## config.mk

```make
export PLATFORM = sky130hd
export DESIGN_NAME = goomba_spawner
export DESIGN_NICKNAME = d
export VERILOG_FILES = /design/src/rtl/goomba_spawner.sv
export SDC_FILE = /design/constraint.sdc
export NUM_CORES = 1
export LEC_CHECK = 0
export ABC_CLOCK_PERIOD_IN_PS = 6210
export CAP_MARGIN = 5
export CORE_MARGIN = 4
export CORE_UTILIZATION = 64
export DETAILED_ROUTE_END_ITERATION = 12
export PLACE_DENSITY = 0.9
export SETUP_SLACK_MARGIN = 0.2
export SLEW_MARGIN = 5
export SYNTH_ARGS = -nofsm -noshare
export SYNTH_HDL_FRONTEND = slang
export SYNTH_SLANG_ARGS = --single-unit
```

## constraint.sdc

```tcl
create_clock -name Clk -period 6.21 [get_ports Clk]
set_input_delay 1.242 -clock Clk [delete_from_list [all_inputs] [get_ports Clk]]
set_output_delay 1.242 -clock Clk [all_outputs]
set_load 0.02 [all_outputs]
```

## src/rtl/goomba_spawner.sv

```systemverilog
// goomba_spawner
//   Initiator side of the goomba start/kill interface. Holds the level spawn
//   table, tracks the scroll column from Shift pulses, and when the next table
//   entry comes within LOOKAHEAD columns, issues a one-cycle start (with
//   spawnX/spawnY) to the lowest free goomba slot. level_restart broadcasts a
//   one-cycle kill to every slot and rewinds the level.
//
// Optional build macro:
//   GOOMBA_SPAWN_DROP_EN  entries that have already scrolled more than
//                         LOOKAHEAD+2 columns past are skipped while waiting
//                         for a free slot, instead of waiting indefinitely.
//
// Ports:
//   Clk, Reset_n           clock, asynchronous active-low reset
//   run                    spawning enabled while high
//   Shift                  one pulse per one-column screen shift
//   level_restart          one-cycle restart pulse
//   goomba_alive[N_SLOTS]  isAlive of each goomba slot
//   tbl_we/tbl_addr/tbl_col/tbl_y   spawn table write port
//   start[N_SLOTS]         registered one-hot start pulse
//   kill[N_SLOTS]          registered kill pulse (all slots)
//   spawnX, spawnY         spawn position, non-zero only while start is high
//   busy                   FSM not idle
//   done                   table exhausted (registered)
//   active_count           number of live goombas

module goomba_spawner #(
  parameter int         N_SLOTS   = 4,
  parameter int         TBL_DEPTH = 16,
  parameter logic [7:0] LOOKAHEAD = 8'd12,
  parameter logic [9:0] SPAWN_X   = 10'd500
) (
  input  logic                          Clk,
  input  logic                          Reset_n,
  input  logic                          run,
  input  logic                          Shift,
  input  logic                          level_restart,
  input  logic [N_SLOTS-1:0]            goomba_alive,
  input  logic                          tbl_we,
  input  logic [$clog2(TBL_DEPTH)-1:0]  tbl_addr,
  input  logic [7:0]                    tbl_col,
  input  logic [9:0]                    tbl_y,
  output logic [N_SLOTS-1:0]            start,
  output logic [N_SLOTS-1:0]            kill,
  output logic [9:0]                    spawnX,
  output logic [9:0]                    spawnY,
  output logic                          busy,
  output logic                          done,
  output logic [3:0]                    active_count
);

  localparam int AW = $clog2(TBL_DEPTH);
  localparam int IW = AW + 1;                       // next_idx must reach TBL_DEPTH
  localparam int TW = (N_SLOTS > 1) ? $clog2(N_SLOTS) : 1;

  typedef enum logic [1:0] {IDLE, SEEK, ISSUE, HOLD} state_t;

  state_t state, state_n;

  logic                 tbl_valid [TBL_DEPTH];
  logic [7:0]           tbl_col_mem [TBL_DEPTH];
  logic [9:0]           tbl_y_mem [TBL_DEPTH];

  logic [7:0]           level_col;
  logic [IW-1:0]        next_idx;
  logic [N_SLOTS-1:0]   pending;
  logic [TW-1:0]        target_q, target_n, target;
  logic                 have_free;
  logic [N_SLOTS-1:0]   free;

  logic                 idx_ok, cur_valid, due, stale;
  logic [AW-1:0]        idx;
  logic [7:0]           cur_col;
  logic [9:0]           cur_y;
  logic [8:0]           reach;

  logic [N_SLOTS-1:0]   start_n, kill_n;
  logic [9:0]           spawn_x_n, spawn_y_n;
  logic                 idx_inc, set_pending;

  // Table: valid bits reset, payload does not need to.
  always_ff @(posedge Clk or negedge Reset_n) begin
    if (!Reset_n) begin
      for (int unsigned i = 0; i < TBL_DEPTH; i++) tbl_valid[i] <= 1'b0;
    end else if (tbl_we) begin
      tbl_valid[tbl_addr] <= 1'b1;
    end
  end

  always_ff @(posedge Clk) begin
    if (tbl_we) begin
      tbl_col_mem[tbl_addr] <= tbl_col;
      tbl_y_mem[tbl_addr]   <= tbl_y;
    end
  end

  // Current entry lookup and spawn condition (9-bit compare avoids overflow).
  always_comb begin
    idx_ok    = (next_idx < IW'(TBL_DEPTH));
    idx       = next_idx[AW-1:0];
    cur_valid = idx_ok && tbl_valid[idx];
    cur_col   = tbl_col_mem[idx];
    cur_y     = tbl_y_mem[idx];
    reach     = {1'b0, level_col} + {1'b0, LOOKAHEAD};
    due       = run && cur_valid && ({1'b0, cur_col} <= reach);
`ifdef GOOMBA_SPAWN_DROP_EN
    stale     = {1'b0, level_col} > ({1'b0, cur_col} + {1'b0, LOOKAHEAD} + 9'd2);
`else
    stale     = 1'b0;
`endif
  end

  // Lowest free slot: iterate downwards so the lowest index is assigned last.
  always_comb begin
    free      = ~goomba_alive & ~pending;
    target    = '0;
    have_free = 1'b0;
    for (int unsigned i = N_SLOTS; i > 0; i--) begin
      if (free[i-1]) begin
        target    = TW'(i - 1);
        have_free = 1'b1;
      end
    end
  end

  always_comb begin
    active_count = '0;
    for (int unsigned i = 0; i < N_SLOTS; i++) begin
      active_count = active_count + 4'(goomba_alive[i]);
    end
  end

  always_ff @(posedge Clk or negedge Reset_n) begin
    if (!Reset_n) state <= IDLE;
    else          state <= state_n;
  end

  // Next state and next values of the registered outputs. start/spawn values
  // are loaded on the SEEK->ISSUE transition so they are high during ISSUE.
  always_comb begin
    state_n     = state;
    target_n    = target_q;
    start_n     = '0;
    kill_n      = '0;
    spawn_x_n   = '0;
    spawn_y_n   = '0;
    idx_inc     = 1'b0;
    set_pending = 1'b0;
    case (state)
      IDLE: if (due) state_n = SEEK;
      SEEK: begin
        if (!run) begin
          state_n = IDLE;
        end else if (stale) begin
          idx_inc = 1'b1;
          state_n = IDLE;
        end else if (have_free) begin
          state_n   = ISSUE;
          target_n  = target;
          start_n   = N_SLOTS'(1) << target;
          spawn_x_n = SPAWN_X;
          spawn_y_n = cur_y;
        end
      end
      ISSUE: begin
        set_pending = 1'b1;
        idx_inc     = 1'b1;
        state_n     = HOLD;
      end
      HOLD:    state_n = IDLE;
      default: state_n = IDLE;
    endcase
    // Restart overrides everything in flight; a start never accompanies kill.
    if (level_restart) begin
      state_n     = IDLE;
      start_n     = '0;
      spawn_x_n   = '0;
      spawn_y_n   = '0;
      kill_n      = '1;
      idx_inc     = 1'b0;
      set_pending = 1'b0;
    end
  end

  always_ff @(posedge Clk or negedge Reset_n) begin
    if (!Reset_n) begin
      start     <= '0;
      kill      <= '0;
      spawnX    <= '0;
      spawnY    <= '0;
      target_q  <= '0;
      level_col <= '0;
      next_idx  <= '0;
      pending   <= '0;
      done      <= 1'b0;
    end else begin
      start    <= start_n;
      kill     <= kill_n;
      spawnX   <= spawn_x_n;
      spawnY   <= spawn_y_n;
      target_q <= target_n;
      done     <= !cur_valid;
      if (level_restart) begin
        level_col <= '0;
        next_idx  <= '0;
        pending   <= '0;
      end else begin
        if (Shift && run && (level_col != 8'hFF)) level_col <= level_col + 8'd1;
        if (idx_inc) next_idx <= next_idx + IW'(1);
        // Pending bridges the gap until the goomba reports alive.
        pending <= (pending & ~goomba_alive)
                 | (set_pending ? (N_SLOTS'(1) << target_q) : '0);
      end
    end
  end

  assign busy = (state != IDLE);

endmodule

```

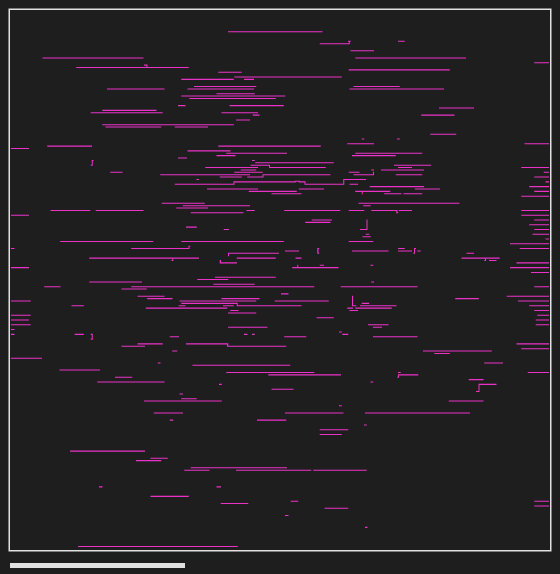
(run_1/m3.png)
Scale bar: 50 um.
nets with wire on the layer: 150
longest straight run: 52.0 um
wire length on this layer: 2420 um
share of all routed wire: 7.8%

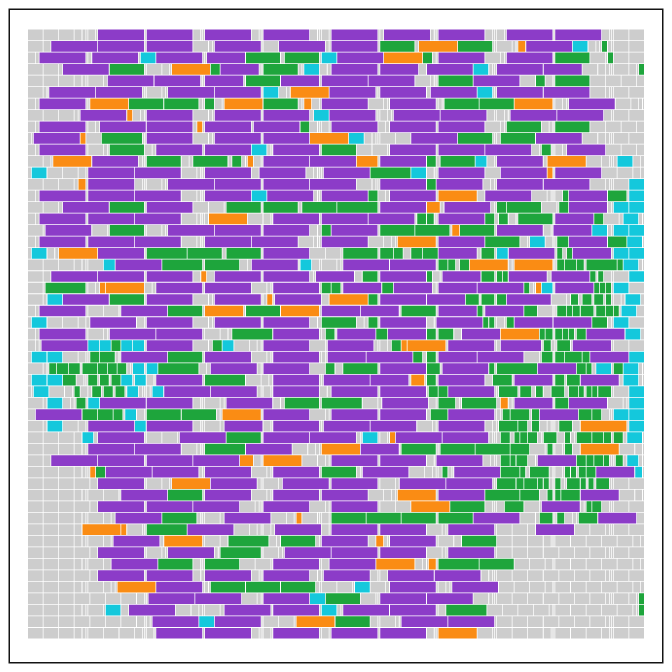
(run_1/class_map.png)
Fill, decap, tap and diode cells in gray.
| class | color | cells | share of their area |
|---|---|---|---|
| clock drivers and dummy loads | orange | 61 | 6.8% |
| remaining buffers and delay cells | cyan | 81 | 5.0% |
| sequential cells | purple | 342 | 66% |
| remaining logic cells | green | 293 | 22% |

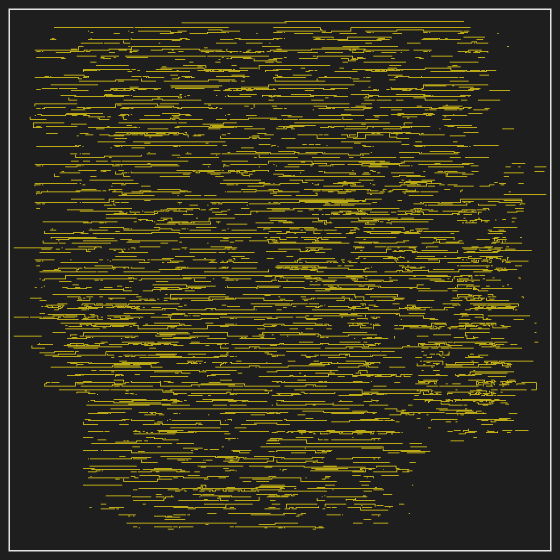
(run_1/m1.png)
share of all routed wire: 38%
wire length on this layer: 11900 um
main direction: horizontal
nets with wire on the layer: 746

==> results_slide.txt, run 1 <==
Flow Results at a Glance

Min path
  – Hold path endpoint: tbl_valid[6]
  – Min-delay src: tbl_valid[6]
  – Number of stages on the worst hold path: 1

Pwr
  – Fraction of power consumed by the clock network: 0.404
  – Power attributed to sequential cells: 0.00260 W
  – Leakage component of the power: 5.13 nW
  – Net switching power figure: 0.000997 W
  – Total power divided by cell area: 306 nW/um2
  – Top power group: sequential cells

Worst setup path
  – Critical Path End: active_count[1]
  – Kind of start point of the critical path: input port
  – Critical path origin: goomba_alive[0]
  – Worst setup EP type: primary output
  – Setup CP Type: in -> out
  – Startpoint of the worst register-to-register path: next_idx[1]
  – WP depth: 7
  – Setup slack, reg-to-reg: 2.65 ns
  – Capture instance of the worst register-to-register path: state[0]

Synthesis
  – Commonest cells in the synthesized netlist: edfxtp_1 (288), mux4_2 (73), dfrtp_1 (54)
  – Sequential area share after synthesis: 0.732

Floorplan
  – Vertical die dimension: 154 um
  – Tap cell count: 275

Final layout
  – Area taken by flip-flops and latches: 10000 um2
  – Util after Layout: 0.740
  – CLK BUF: 48
  – Final Net Count: 800
  – Logic cell area: 3380 um2
  – Layout fillers: 1097
  – Most common logic cells in the final layout: edfxtp_1 (288), mux4_2 (73), clkdlybuf4s50_1 (59)

Routing
  – Amount of wire on met2 after detailed routing: 15900 um
  – Average wire per cell in the routed design: 29.5 um
  – 1st-iter DRT viols: 826
  – Sum of routed wire segments on met1: 11900 um
  – Detail Route met3 WL: 2420 um

Clock network
  – Gates resized, CTS repair: 0
  – Total CTS buffers: 35
  – Clock slew at reported path FFs: 0.06 ns
  – Clock tree from TritonCTS: yes

Place
  – Pre-CTS setup slack: 1.46 ns
  – Count of buffers inserted at the top-level ports: 60
  – Weighted congestion reported at the end of routability-driven placement: 0.821

Timing
  – Final count of pins violating max slew: 0
  – Worst setup skew after layout: 0.0145 ns
  – Worst slew slack as a fraction of its limit: 0.249

Outcome
  – Outcome: complete, no violations

Global routing
  – Overall fraction of global-route tracks in use: 0.270
  – Most utilized layer in the global route result: met2
==> run_1/clock_nets.png <==
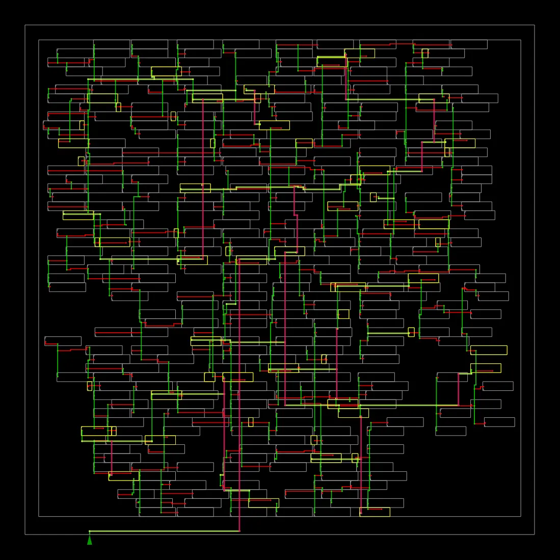

--- run 2 (diff from run 1) ---
--- a/config.mk
+++ b/config.mk
@@ -5,12 +5,12 @@
 export SDC_FILE = /design/constraint.sdc
 export NUM_CORES = 1
 export LEC_CHECK = 0
-export ABC_CLOCK_PERIOD_IN_PS = 6210
+export ABC_CLOCK_PERIOD_IN_PS = 4700
 export CAP_MARGIN = 5
 export CORE_MARGIN = 4
-export CORE_UTILIZATION = 64
+export CORE_UTILIZATION = 60
 export DETAILED_ROUTE_END_ITERATION = 12
-export PLACE_DENSITY = 0.9
+export PLACE_DENSITY = 0.85
 export SETUP_SLACK_MARGIN = 0.2
 export SLEW_MARGIN = 5
 export SYNTH_ARGS = -nofsm -noshare
==> constraint.sdc (replaced) <==
create_clock -name Clk -period 4.7 [get_ports Clk]
set_input_delay 0.94 -clock Clk [delete_from_list [all_inputs] [get_ports Clk]]
set_output_delay 0.94 -clock Clk [all_outputs]
set_load 0.02 [all_outputs]
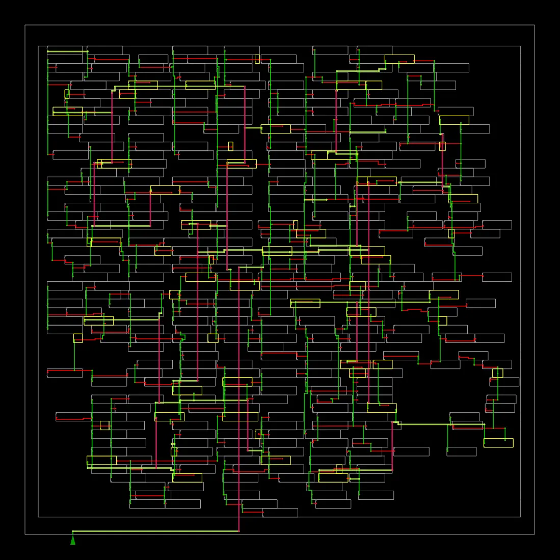
(run_2/clock_nets.png)
Latency at later pin: 0.52 ns
CLK BUF: 46
number of sinks driven by the clock tree: 342

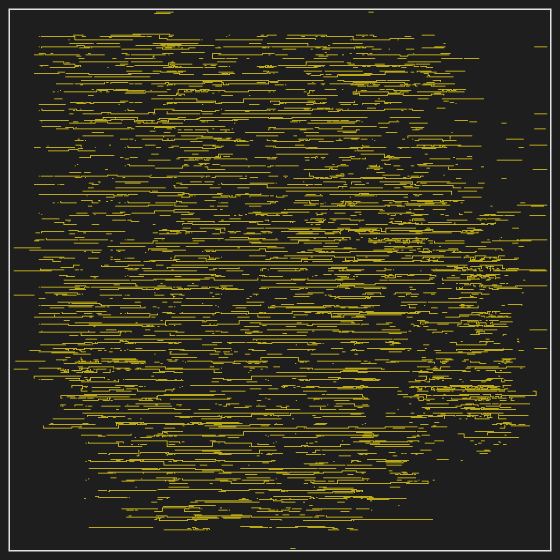
(run_2/m1.png)
wire length on this layer: 11500 um
nets with wire on the layer: 752
share of all routed wire: 38%
main direction: horizontal
longest straight run: 86.9 um

==> run 2 against run 1 <==
Clock skew about the same; power is 35% higher; final area increased by 0.55%; clock power is 39% higher; critical endpoint unchanged; flip-flop count stayed put; critical path type unchanged; global-route usage decreased by 2.8 points; critical path depth did not move.
==> results_slide.txt, run 2 <==
Flow Results at a Glance

Outcome
  – Outcome: complete, no violations

Routing
  – DRC violations left: 0
  – Detail Route met3 WL: 2330 um (-4.0%)
  – Sum of routed wire segments on met1: 11500 um (-2.7%)
  – Final ANT Viol Nets: 0
  – Amount of wire on met2 after detailed routing: 15700 um (-0.86%)
  – Average wire per cell in the routed design: 28.7 um (-2.5%)
  – 1st-iter DRT viols: 998 (+21%)

Final layout
  – Final Net Count: 797 (-0.38%)
  – Register with the most flip-flops: tbl_y_mem
  – Layout fillers: 1273 (+16%)
  – Most common logic cells in the final layout: edfxtp_1 (288), mux4_2 (73), clkdlybuf4s50_1 (59)
  – Area taken by flip-flops and latches: 10000 um2 (unchanged)
  – Count of placed standard cells in the final layout, fillers left out: 1056
  – Util after Layout: 0.708 (-0.0320)
  – Logic cell area: 3390 um2 (+0.30%)
  – Count of antenna diodes in the layout: 0

Timing
  – Final setup violation count: 0
  – Final count of pins violating max slew: 0 (unchanged)
  – Worst slew slack as a fraction of its limit: 0.283 (+0.0334)
  – Worst setup skew after layout: 0.0144 ns (-0.0000811 ns)
  – Shortest clock period the worst path allows after layout: 4.17 ns
  – Achievable Freq: 240 MHz

Synthesis
  – Mux share of post-synthesis cell area: 0.156
  – Commonest cells in the synthesized netlist: edfxtp_1 (288), mux4_2 (73), dfrtp_1 (54)
  – Post-synth regs: 342
  – Sequential area share after synthesis: 0.732 (unchanged)
  – Aoi/oai-family share of the synthesized area: 0.0172

Pwr
  – Power attributed to sequential cells: 0.00344 W (+32%)
  – Fraction of power consumed by the clock network: 0.418 (+0.014)
  – Top power group: sequential cells
  – Total power divided by cell area: 411 nW/um2 (+34%)
  – Net switching power figure: 0.00135 W (+36%)
  – Leakage component of the power: 5.15 nW (+0.43%)

Place
  – Weighted congestion reported at the end of routability-driven placement: 0.814 (-0.84%)
  – Count of buffers inserted at the top-level ports: 60 (unchanged)
  – Pre-CTS setup slack: 0.513 ns (-0.942 ns)
  – Post-DP HPWL: 16400 um

Worst setup path
  – Worst path max stage delay: 0.60 ns
  – Capture instance of the worst register-to-register path: state[0]
  – Kind of start point of the critical path: input port
  – Chain of cells forming the critical path: clkdlybuf4s50_1 > inv_1 > fa_1 > inv_1 > ha_1 > ha_1 > clkdlybuf4s50_1
  – Startpoint of the worst register-to-register path: next_idx[0]
  – WP depth: 7 (unchanged)
  – Critical Path End: active_count[1]
  – Depth of the most critical reg-to-reg path: 8
  – Worst setup EP type: primary output
  – Setup CP Type: in -> out
  – Critical path origin: goomba_alive[0]
  – Setup slack, reg-to-reg: 1.32 ns (-1.33 ns)
  – CP required: 3.76 ns

Floorplan
  – Site Rows: 54
  – Tap cell count: 280 (+1.8%)
  – Total core area: 22100 um2
  – Vertical die dimension: 159 um (+3.1%)
  – Die width: 159 um

Clock network
  – Gates resized, CTS repair: 0 (unchanged)
  – Clock slew at reported path FFs: 0.06 ns (about the same)
  – Clock tree from TritonCTS: yes
  – Total CTS buffers: 34 (-2.9%)

Global routing
  – Overall fraction of global-route tracks in use: 0.242 (-0.0280)
  – Most utilized layer in the global route result: met2

Min path
  – HP Class: in -> async
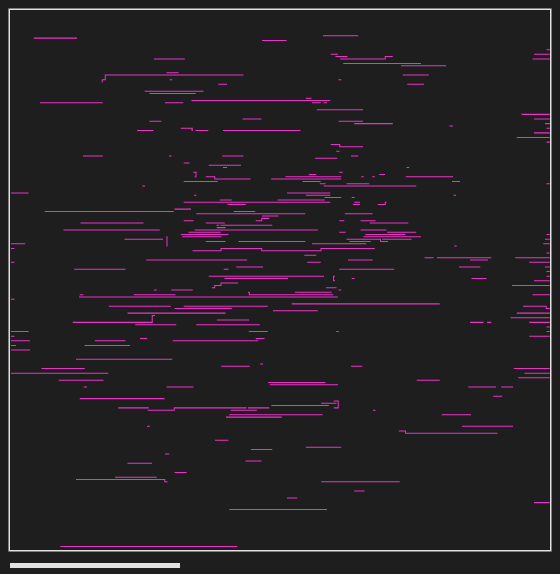
(run_2/m3.png)
Scale bar: 50 um.
main direction: horizontal
wire length on this layer: 2330 um

--- run 3 (diff from run 2) ---
--- a/config.mk
+++ b/config.mk
@@ -10,6 +10,7 @@
 export CORE_MARGIN = 4
 export CORE_UTILIZATION = 60
 export DETAILED_ROUTE_END_ITERATION = 12
+export HOLD_SLACK_MARGIN = 0.05
 export PLACE_DENSITY = 0.85
 export SETUP_SLACK_MARGIN = 0.2
 export SLEW_MARGIN = 5
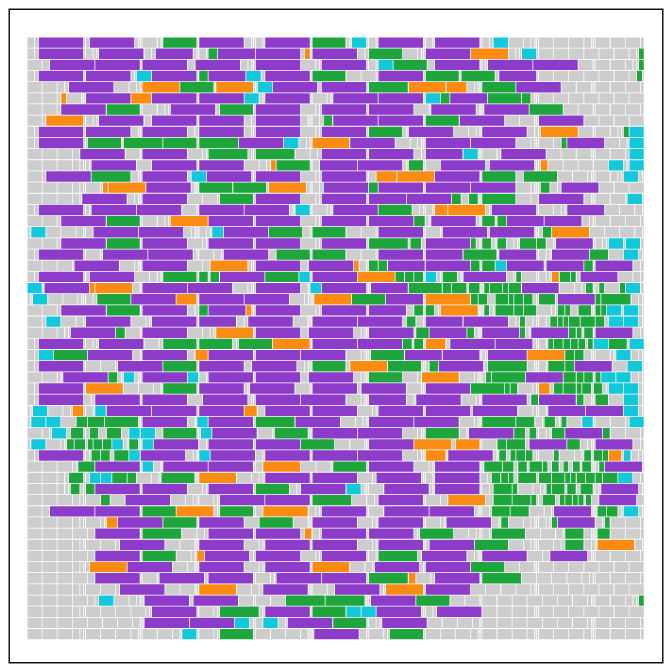
(run_3/class_map.png)
Fill, decap, tap and diode cells in gray.
| class | color | cells | share of their area |
|---|---|---|---|
| sequential cells | purple | 342 | 65% |
| remaining logic cells | green | 293 | 22% |
| clock drivers and dummy loads | orange | 62 | 7.3% |
| remaining buffers and delay cells | cyan | 79 | 4.8% |

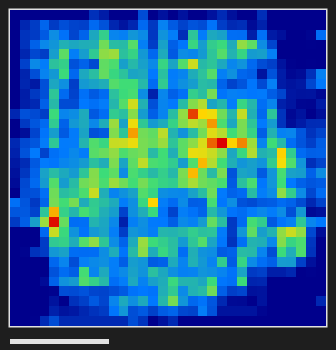
(run_3/route_heat.png)
Scale bar: 50 um. The die is cut into 32 by 32 equal tiles; dark blue is low, red is high, scaled to the fullest tile. Values are wire area over tile area, all layers added.
fullest tile: 0.71
densest ninth of the die: center
tiles over half the peak: 14%
mean over tiles: 0.20
nearly empty tiles: 14%

==> run 3 against run 2 <==
Routed wire length stayed put; core utilization stayed put; first-iteration DRC count unchanged; fmax is the same; hold slack unchanged; synthesized cell count is the same; power did not move; global-route usage stayed put; via count is the same; sequential power hardly changed; flip-flop count unchanged; critical path type unchanged; highest routed layer unchanged.
==> results_slide.txt, run 3 <==
Flow Results at a Glance

Floorplan
  – Tap cell count: 280 (unchanged)
  – Die width: 159 um (unchanged)
  – Total core area: 22100 um2 (unchanged)
  – Site Rows: 54 (unchanged)

Routing
  – Sum of routed wire segments on met1: 11500 um (unchanged)
  – DRC violations left: 0 (unchanged)
  – Amount of wire on met2 after detailed routing: 15700 um (unchanged)
  – Detail Route met3 WL: 2330 um (unchanged)
  – Final ANT Viol Nets: 0 (unchanged)

Place
  – Pre-CTS setup slack: 0.513 ns (unchanged)
  – Weighted congestion reported at the end of routability-driven placement: 0.814 (unchanged)
  – Post-DP HPWL: 16400 um (unchanged)

Pwr
  – Fraction of power consumed by the clock network: 0.418 (about the same)
  – Net switching power figure: 0.00135 W (unchanged)
  – Top power group: sequential cells

Worst setup path
  – Setup CP Type: in -> out
  – Worst setup EP type: primary output
  – CP required: 3.76 ns (about the same)
  – WP depth: 7 (unchanged)
  – Critical Path End: active_count[1]
  – Depth of the most critical reg-to-reg path: 8 (unchanged)

Timing
  – Worst slew slack as a fraction of its limit: 0.283 (unchanged)
  – Worst setup skew after layout: 0.0144 ns (unchanged)
  – Final count of pins violating max slew: 0 (unchanged)
  – Shortest clock period the worst path allows after layout: 4.17 ns (unchanged)

Final layout
  – Most common logic cells in the final layout: edfxtp_1 (288), mux4_2 (73), clkdlybuf4s50_1 (59)
  – Layout fillers: 1273 (unchanged)
  – CLK BUF: 46 (unchanged)
  – Count of antenna diodes in the layout: 0 (unchanged)
  – Area taken by flip-flops and latches: 10000 um2 (unchanged)
  – Logic cell area: 3390 um2 (unchanged)

Clock network
  – Latency at later pin: 0.52 ns (about the same)
  – Clock slew at reported path FFs: 0.06 ns (about the same)
  – Number of sinks driven by the clock tree: 342 (unchanged)
  – Gates resized, CTS repair: 0 (unchanged)

Global routing
  – Overall fraction of global-route tracks in use: 0.242 (unchanged)
  – Most utilized layer in the global route result: met2

Outcome
  – Outcome: complete, no violations

Synthesis
  – Sequential area share after synthesis: 0.732 (unchanged)
  – Commonest cells in the synthesized netlist: edfxtp_1 (288), mux4_2 (73), dfrtp_1 (54)

Min path
  – HP Class: in -> async
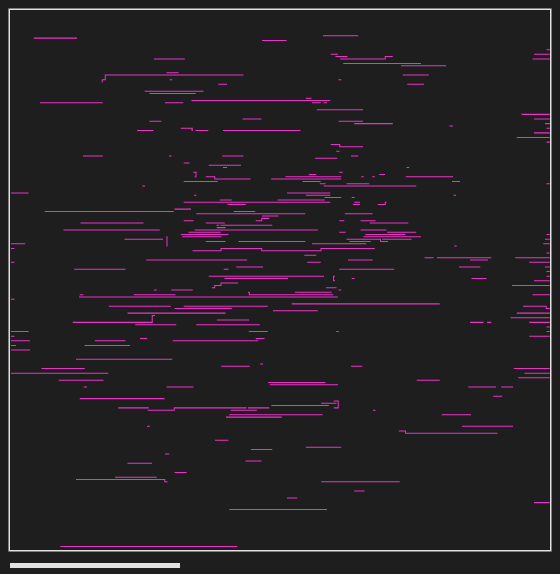
(run_3/m3.png)
Scale bar: 50 um.
nets with wire on the layer: 146
share of all routed wire: 7.7%
longest straight run: 75.9 um
wire length on this layer: 2330 um
main direction: horizontal

Power figures rest on the tool's default switching activity, not on a simulated workload.
